## config.mk

```make
export PLATFORM = sky130hd
export DESIGN_NAME = fp_mul_arbiter_flat
export DESIGN_NICKNAME = d
export VERILOG_FILES = /design/src/rtl/fp_mul_arbiter_if.sv /design/src/rtl/fp_mul_arbiter.sv /design/src/flat_wrapper.sv
export SDC_FILE = /design/constraint.sdc
export NUM_CORES = 2
export LEC_CHECK = 0
export CAP_MARGIN = 30
export CORE_MARGIN = 5
export CORE_UTILIZATION = 25
export DETAILED_ROUTE_END_ITERATION = 6
export RECOVER_POWER = 25
export SLEW_MARGIN = 25
export SYNTH_ARGS = -nofsm -noshare
export SYNTH_HDL_FRONTEND = slang
export SYNTH_SLANG_ARGS = --single-unit
```

## constraint.sdc

```tcl
create_clock -name clk -period 10.8 [get_ports clk]
set_clock_uncertainty 0.2 [all_clocks]
set_input_delay 1.62 -clock clk [delete_from_list [all_inputs] [get_ports clk]]
set_output_delay 1.62 -clock clk [all_outputs]
set_load 0.01 [all_outputs]
```

## src/rtl/fp_mul_arbiter_if.sv

```systemverilog
// Request/result bundle between the front ends and the shared FP32 multiplier.
// master: front-end / consumer side. slave: the arbiter itself.
interface fp_mul_arbiter_if #(
  parameter int NUM_REQ = 4,
  parameter int TAG_W   = 2
);
  logic [NUM_REQ-1:0]    req_valid;
  logic [32*NUM_REQ-1:0] req_a;
  logic [32*NUM_REQ-1:0] req_b;
  logic [NUM_REQ-1:0]    req_ready;
  logic                  out_valid;
  logic                  out_ready;
  logic [TAG_W-1:0]      out_tag;
  logic [31:0]           out_product;
  logic                  busy;

  modport master (
    output req_valid, req_a, req_b, out_ready,
    input  req_ready, out_valid, out_tag, out_product, busy
  );

  modport slave (
    input  req_valid, req_a, req_b, out_ready,
    output req_ready, out_valid, out_tag, out_product, busy
  );
endinterface

```

## src/rtl/fp_mul_arbiter.sv

```systemverilog
// Round-robin arbiter in front of one shared FP32 multiplier.
// Stage 1 latches the granted operands, stage 2 holds the product, the
// remaining stages are pure delay; the whole pipe freezes while the output
// is stalled. Results carry the requester index as a tag.
// Optional macro FPMUL_ARB_STATS_EN adds saturating issue/stall counters.
module fp_mul_arbiter #(
  parameter int NUM_REQ     = 4,
  parameter int MUL_LATENCY = 3,
  parameter int TAG_W       = 2
) (
  input  logic clk,
  input  logic rst,
  fp_mul_arbiter_if.slave bus
`ifdef FPMUL_ARB_STATS_EN
  ,
  output logic [16*NUM_REQ-1:0] stat_issue,
  output logic [15:0]           stat_stall
`endif
);

  // (base + off) mod NUM_REQ, with off < NUM_REQ so one subtraction suffices
  function automatic logic [TAG_W-1:0] rr_next(input logic [TAG_W-1:0] base, input int off);
    int sum;
    sum = int'(base) + off;
    if (sum >= NUM_REQ) sum = sum - NUM_REQ;
    return TAG_W'(sum);
  endfunction

  logic                 s1_valid_reg;
  logic [31:0]          s1_a_reg;
  logic [31:0]          s1_b_reg;
  logic [TAG_W-1:0]     s1_tag_reg;
  logic [TAG_W-1:0]     ptr_reg;

  logic                 stg_valid_reg [2:MUL_LATENCY];
  logic [TAG_W-1:0]     stg_tag_reg   [2:MUL_LATENCY];
  logic [31:0]          stg_prod_reg  [2:MUL_LATENCY];
  logic                 feed_valid    [2:MUL_LATENCY];
  logic [TAG_W-1:0]     feed_tag      [2:MUL_LATENCY];
  logic [31:0]          feed_prod     [2:MUL_LATENCY];

  logic                 stall;
  logic                 grant_found;
  logic [TAG_W-1:0]     grant_idx;
  logic                 fire;
  logic [NUM_REQ-1:0]   grant;
  logic                 busy_any;

  logic [47:0]          mul_p;
  logic [22:0]          mul_mant;
  logic [7:0]           mul_exp;
  logic [31:0]          mul_result;

  assign stall = stg_valid_reg[MUL_LATENCY] & ~bus.out_ready;

  // Find the first valid requester at or after the round-robin pointer.
  always_comb begin
    grant_found = 1'b0;
    grant_idx   = '0;
    for (int off = 0; off < NUM_REQ; off++) begin
      if (!grant_found && bus.req_valid[rr_next(ptr_reg, off)]) begin
        grant_found = 1'b1;
        grant_idx   = rr_next(ptr_reg, off);
      end
    end
  end

  assign fire = grant_found & ~stall & ~rst;

  // One-hot ready towards the winning requester only.
  always_comb begin
    grant = '0;
    if (fire) grant[grant_idx] = 1'b1;
  end

  assign bus.req_ready = grant;

  // Latch the granted operands and advance the pointer past the winner.
  always_ff @(posedge clk) begin
    if (rst) begin
      s1_valid_reg <= 1'b0;
      s1_a_reg     <= '0;
      s1_b_reg     <= '0;
      s1_tag_reg   <= '0;
      ptr_reg      <= '0;
    end else if (!stall) begin
      s1_valid_reg <= fire;
      if (fire) begin
        s1_a_reg   <= bus.req_a[32*grant_idx +: 32];
        s1_b_reg   <= bus.req_b[32*grant_idx +: 32];
        s1_tag_reg <= grant_idx;
        ptr_reg    <= rr_next(grant_idx, 1);
      end
    end
  end

  // Multiply: implicit ones always present, 1-bit normalise, round half up.
  // Mantissa carry-out from rounding is dropped; exponent bias -127 is +129 mod 256.
  always_comb begin
    mul_p = 48'({1'b1, s1_a_reg[22:0]}) * 48'({1'b1, s1_b_reg[22:0]});
    if (mul_p[47]) mul_mant = mul_p[46:24] + 23'(mul_p[23]);
    else           mul_mant = mul_p[45:23] + 23'(mul_p[22]);
    mul_exp    = s1_a_reg[30:23] + s1_b_reg[30:23] + 8'd129 + 8'(mul_p[47]);
    mul_result = {s1_a_reg[31] ^ s1_b_reg[31], mul_exp, mul_mant};
  end

  genvar gi;
  generate
    for (gi = 2; gi <= MUL_LATENCY; gi++) begin : g_stage
      if (gi == 2) begin : g_head
        assign feed_valid[gi] = s1_valid_reg;
        assign feed_tag[gi]   = s1_tag_reg;
        assign feed_prod[gi]  = mul_result;
      end else begin : g_tail
        assign feed_valid[gi] = stg_valid_reg[gi-1];
        assign feed_tag[gi]   = stg_tag_reg[gi-1];
        assign feed_prod[gi]  = stg_prod_reg[gi-1];
      end

      // Shift one stage forward unless the output is stalled.
      always_ff @(posedge clk) begin
        if (rst) begin
          stg_valid_reg[gi] <= 1'b0;
          stg_tag_reg[gi]   <= '0;
          stg_prod_reg[gi]  <= '0;
        end else if (!stall) begin
          stg_valid_reg[gi] <= feed_valid[gi];
          stg_tag_reg[gi]   <= feed_tag[gi];
          stg_prod_reg[gi]  <= feed_prod[gi];
        end
      end
    end
  endgenerate

  // Busy whenever any stage carries a live op.
  always_comb begin
    busy_any = s1_valid_reg;
    for (int s = 2; s <= MUL_LATENCY; s++) busy_any = busy_any | stg_valid_reg[s];
  end

  assign bus.out_valid   = stg_valid_reg[MUL_LATENCY];
  assign bus.out_tag     = stg_tag_reg[MUL_LATENCY];
  assign bus.out_product = stg_prod_reg[MUL_LATENCY];
  assign bus.busy        = busy_any;

`ifdef FPMUL_ARB_STATS_EN
  logic [15:0] issue_cnt_reg [NUM_REQ];
  logic [15:0] stall_cnt_reg;

  generate
    for (gi = 0; gi < NUM_REQ; gi++) begin : g_stat
      // Count handshakes of this requester, saturating.
      always_ff @(posedge clk) begin
        if (rst) issue_cnt_reg[gi] <= '0;
        else if (grant[gi] && issue_cnt_reg[gi] != 16'hFFFF) issue_cnt_reg[gi] <= issue_cnt_reg[gi] + 16'd1;
      end
      assign stat_issue[16*gi +: 16] = issue_cnt_reg[gi];
    end
  endgenerate

  // Count output stall cycles, saturating.
  always_ff @(posedge clk) begin
    if (rst) stall_cnt_reg <= '0;
    else if (stall && stall_cnt_reg != 16'hFFFF) stall_cnt_reg <= stall_cnt_reg + 16'd1;
  end

  assign stat_stall = stall_cnt_reg;
`endif

endmodule

```

## src/flat_wrapper.sv

```systemverilog
// flat-port wrapper written by rule: the top's interface ports become plain ports
module fp_mul_arbiter_flat 
#(
  parameter int NUM_REQ     = 4,
  parameter int MUL_LATENCY = 3,
  parameter int TAG_W       = 2
)
  (clk, rst, bus_req_valid, bus_req_a, bus_req_b, bus_out_ready, bus_req_ready, bus_out_valid, bus_out_tag, bus_out_product, bus_busy);
  fp_mul_arbiter_if #(.NUM_REQ(NUM_REQ), .TAG_W(TAG_W)) bus_i ();
  input  logic clk;
  input  logic rst;
  input wire logic [$bits(bus_i.req_valid)-1:0] bus_req_valid;
  input wire logic [$bits(bus_i.req_a)-1:0] bus_req_a;
  input wire logic [$bits(bus_i.req_b)-1:0] bus_req_b;
  input wire logic [$bits(bus_i.out_ready)-1:0] bus_out_ready;
  output wire logic [$bits(bus_i.req_ready)-1:0] bus_req_ready;
  output wire logic [$bits(bus_i.out_valid)-1:0] bus_out_valid;
  output wire logic [$bits(bus_i.out_tag)-1:0] bus_out_tag;
  output wire logic [$bits(bus_i.out_product)-1:0] bus_out_product;
  output wire logic [$bits(bus_i.busy)-1:0] bus_busy;
  assign bus_i.req_valid = bus_req_valid;
  assign bus_i.req_a = bus_req_a;
  assign bus_i.req_b = bus_req_b;
  assign bus_i.out_ready = bus_out_ready;
  assign bus_req_ready = bus_i.req_ready;
  assign bus_out_valid = bus_i.out_valid;
  assign bus_out_tag = bus_i.out_tag;
  assign bus_out_product = bus_i.out_product;
  assign bus_busy = bus_i.busy;
  fp_mul_arbiter #(.NUM_REQ(NUM_REQ), .MUL_LATENCY(MUL_LATENCY), .TAG_W(TAG_W)) u_core (.clk(clk), .rst(rst), .bus(bus_i));
endmodule
```

==> results.cfg <==
; synthesis and place-and-route metrics
[worst_setup_path]
critPathMaxFanout = 21
crit_family = adder cells
setup.worst_path.end_class = flop
rr_endpoint = u_core.stg_prod_reg[1][29]
slowest_stage = dfxtp_1
start_kind = flop
critical_path_class = flop to flop
required_ps = 10750
endpoint = u_core.stg_prod_reg[1][29]

[synth]
edf_count = 70
synth_cell_types = 84
ff_type = edfxtp_1
synth_area_um2 = 27100
topCellsByArea = fa_1 36%, ha_1 8.8%, inv_1 8.0%
top_cell = inv_1
synthDominantCellAreaShare_pct = 35.6
top_area_cell = fa_1
syn_inst = 3235
synth_flops = 139

[global_route]
gr-usage-met1_pct = 18.8
grt_max_degree = 101
grt_pass1_vias = 24500
busiest_layer = met2
use_met2_pct = 28.4
grt_overflow = 0

[route]
dr_wl_met3_mm = 4.87
ant_nets = 0
drc_errors = 0
avgViaCountPerCell = 4.63
vias = 22500

[timing]
tns_ps = 0
hold_viol_final = 0
postLayoutSetupSlackWorst_ps = 782
period_needed_ps = 10020
period_used_pct = 92.8
whs_ps = 286
slew_viol_final = 145
setup_violations = 0

[cells_and_area]
dominant_cells = logic gates
drive_gt1_share_pct = 3.94
area.combinational_um2 = 20800
final_nets = 4376
buffer_area_share_pct = 10.9
final_util_pct = 30.1
buffers_excl_clock = 365
n_all_inverters = 585
area_delta_synth_final_pct = 19.3
nClkBuffers = 18
clock_area_share_pct = 1.85
largest_register_ffs = 64

[floorplanning]
row_count = 120
io_pins = 303
dieWidth_um = 339
chipArea_um2 = 115000

[run_status]
status = complete, but fails checks
violations = capacitance limit, slew limit

[min_path]
hold_depth = 2

[cts]
clk_pin_slew_ps = 70
cts-hold-fix-buffers = 0
post-cts-setup-buffers = 0
clock-root-buffer = clkbuf_16

[placement]
post-place-ws_ps = 889

[run]
maxCapViolCount = 3
warning_count = 31
placed cells by master (no fill, tap or decap), types with 15 or more instances in the layout:
cell,n
a211oi_1,20
a21o_1,15
a21oi_1,63
and2_0,28
and2_1,226
and3_1,15
buf_4,57
clkbuf_16,17
clkdlybuf4s50_1,300
dfxtp_1,69
edfxtp_1,70
fa_1,482
ha_1,191
inv_1,579
nand2_1,510
nand3_1,120
nand3b_1,51
nand4_1,19
nor2_1,231
nor3_1,21
o21ai_0,121
o31ai_1,20
xnor2_1,36
xor2_1,20
kinds of logic after synthesis:
kind of cell	after synthesis	share of synthesized area, %
adder cells (fa/ha/maj)	673	44.4
buffers and inverters	764	10.7
flip-flops	139	12.8
AND/OR/NAND/NOR	1279	22.7
multiplexers	1	0.0415
XOR/XNOR	58	1.94
AND-OR/OR-AND	321	7.45
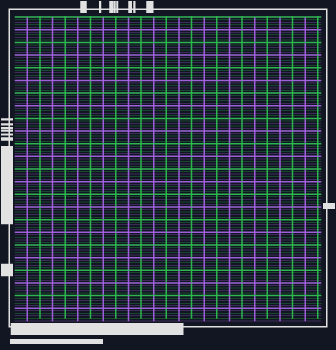
Fig. 1. Supply network.
The bar under the picture is 100 um long. Pins as bars on the die edge.
Key: purple = VSS; green = VDD
24 straps on met5. 303 signal pins sit on the boundary. 121 met1 rails follow the rows. The core has 120 rows. 24 straps on met4.
Core Footprint: 108000 um2
die height: 339 um

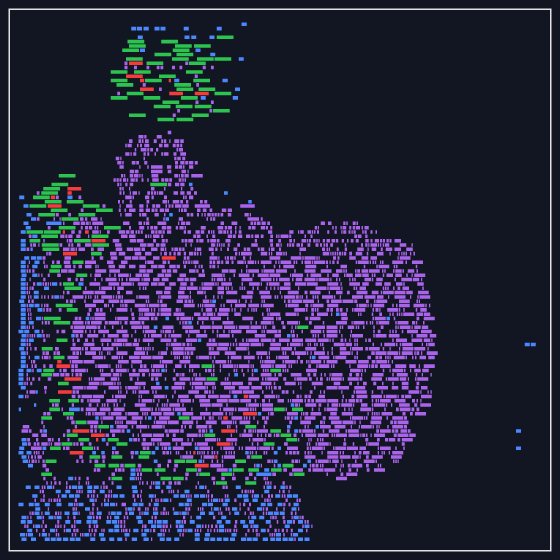
Fig. 2. Placed cells, one color a class.
Key: red = clock drivers and dummy loads [cells 32]; purple = combinational and other logic [cells 2917]; green = sequential cells [cells 139]; blue = remaining buffers and delay cells [cells 365]

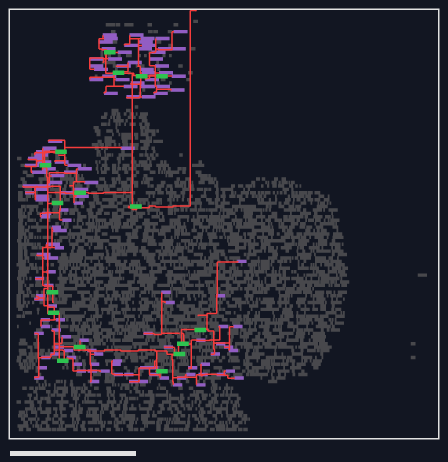
Fig. 3. Clock distribution.
The bar under the picture is 100 um long.
Key: purple = flip-flops [count 139]; red = clock wires [length 2410 um]; green = clock drivers [count 17]
There are 18 routed clock nets.
Late-Pin Clk Latency: 470 ps

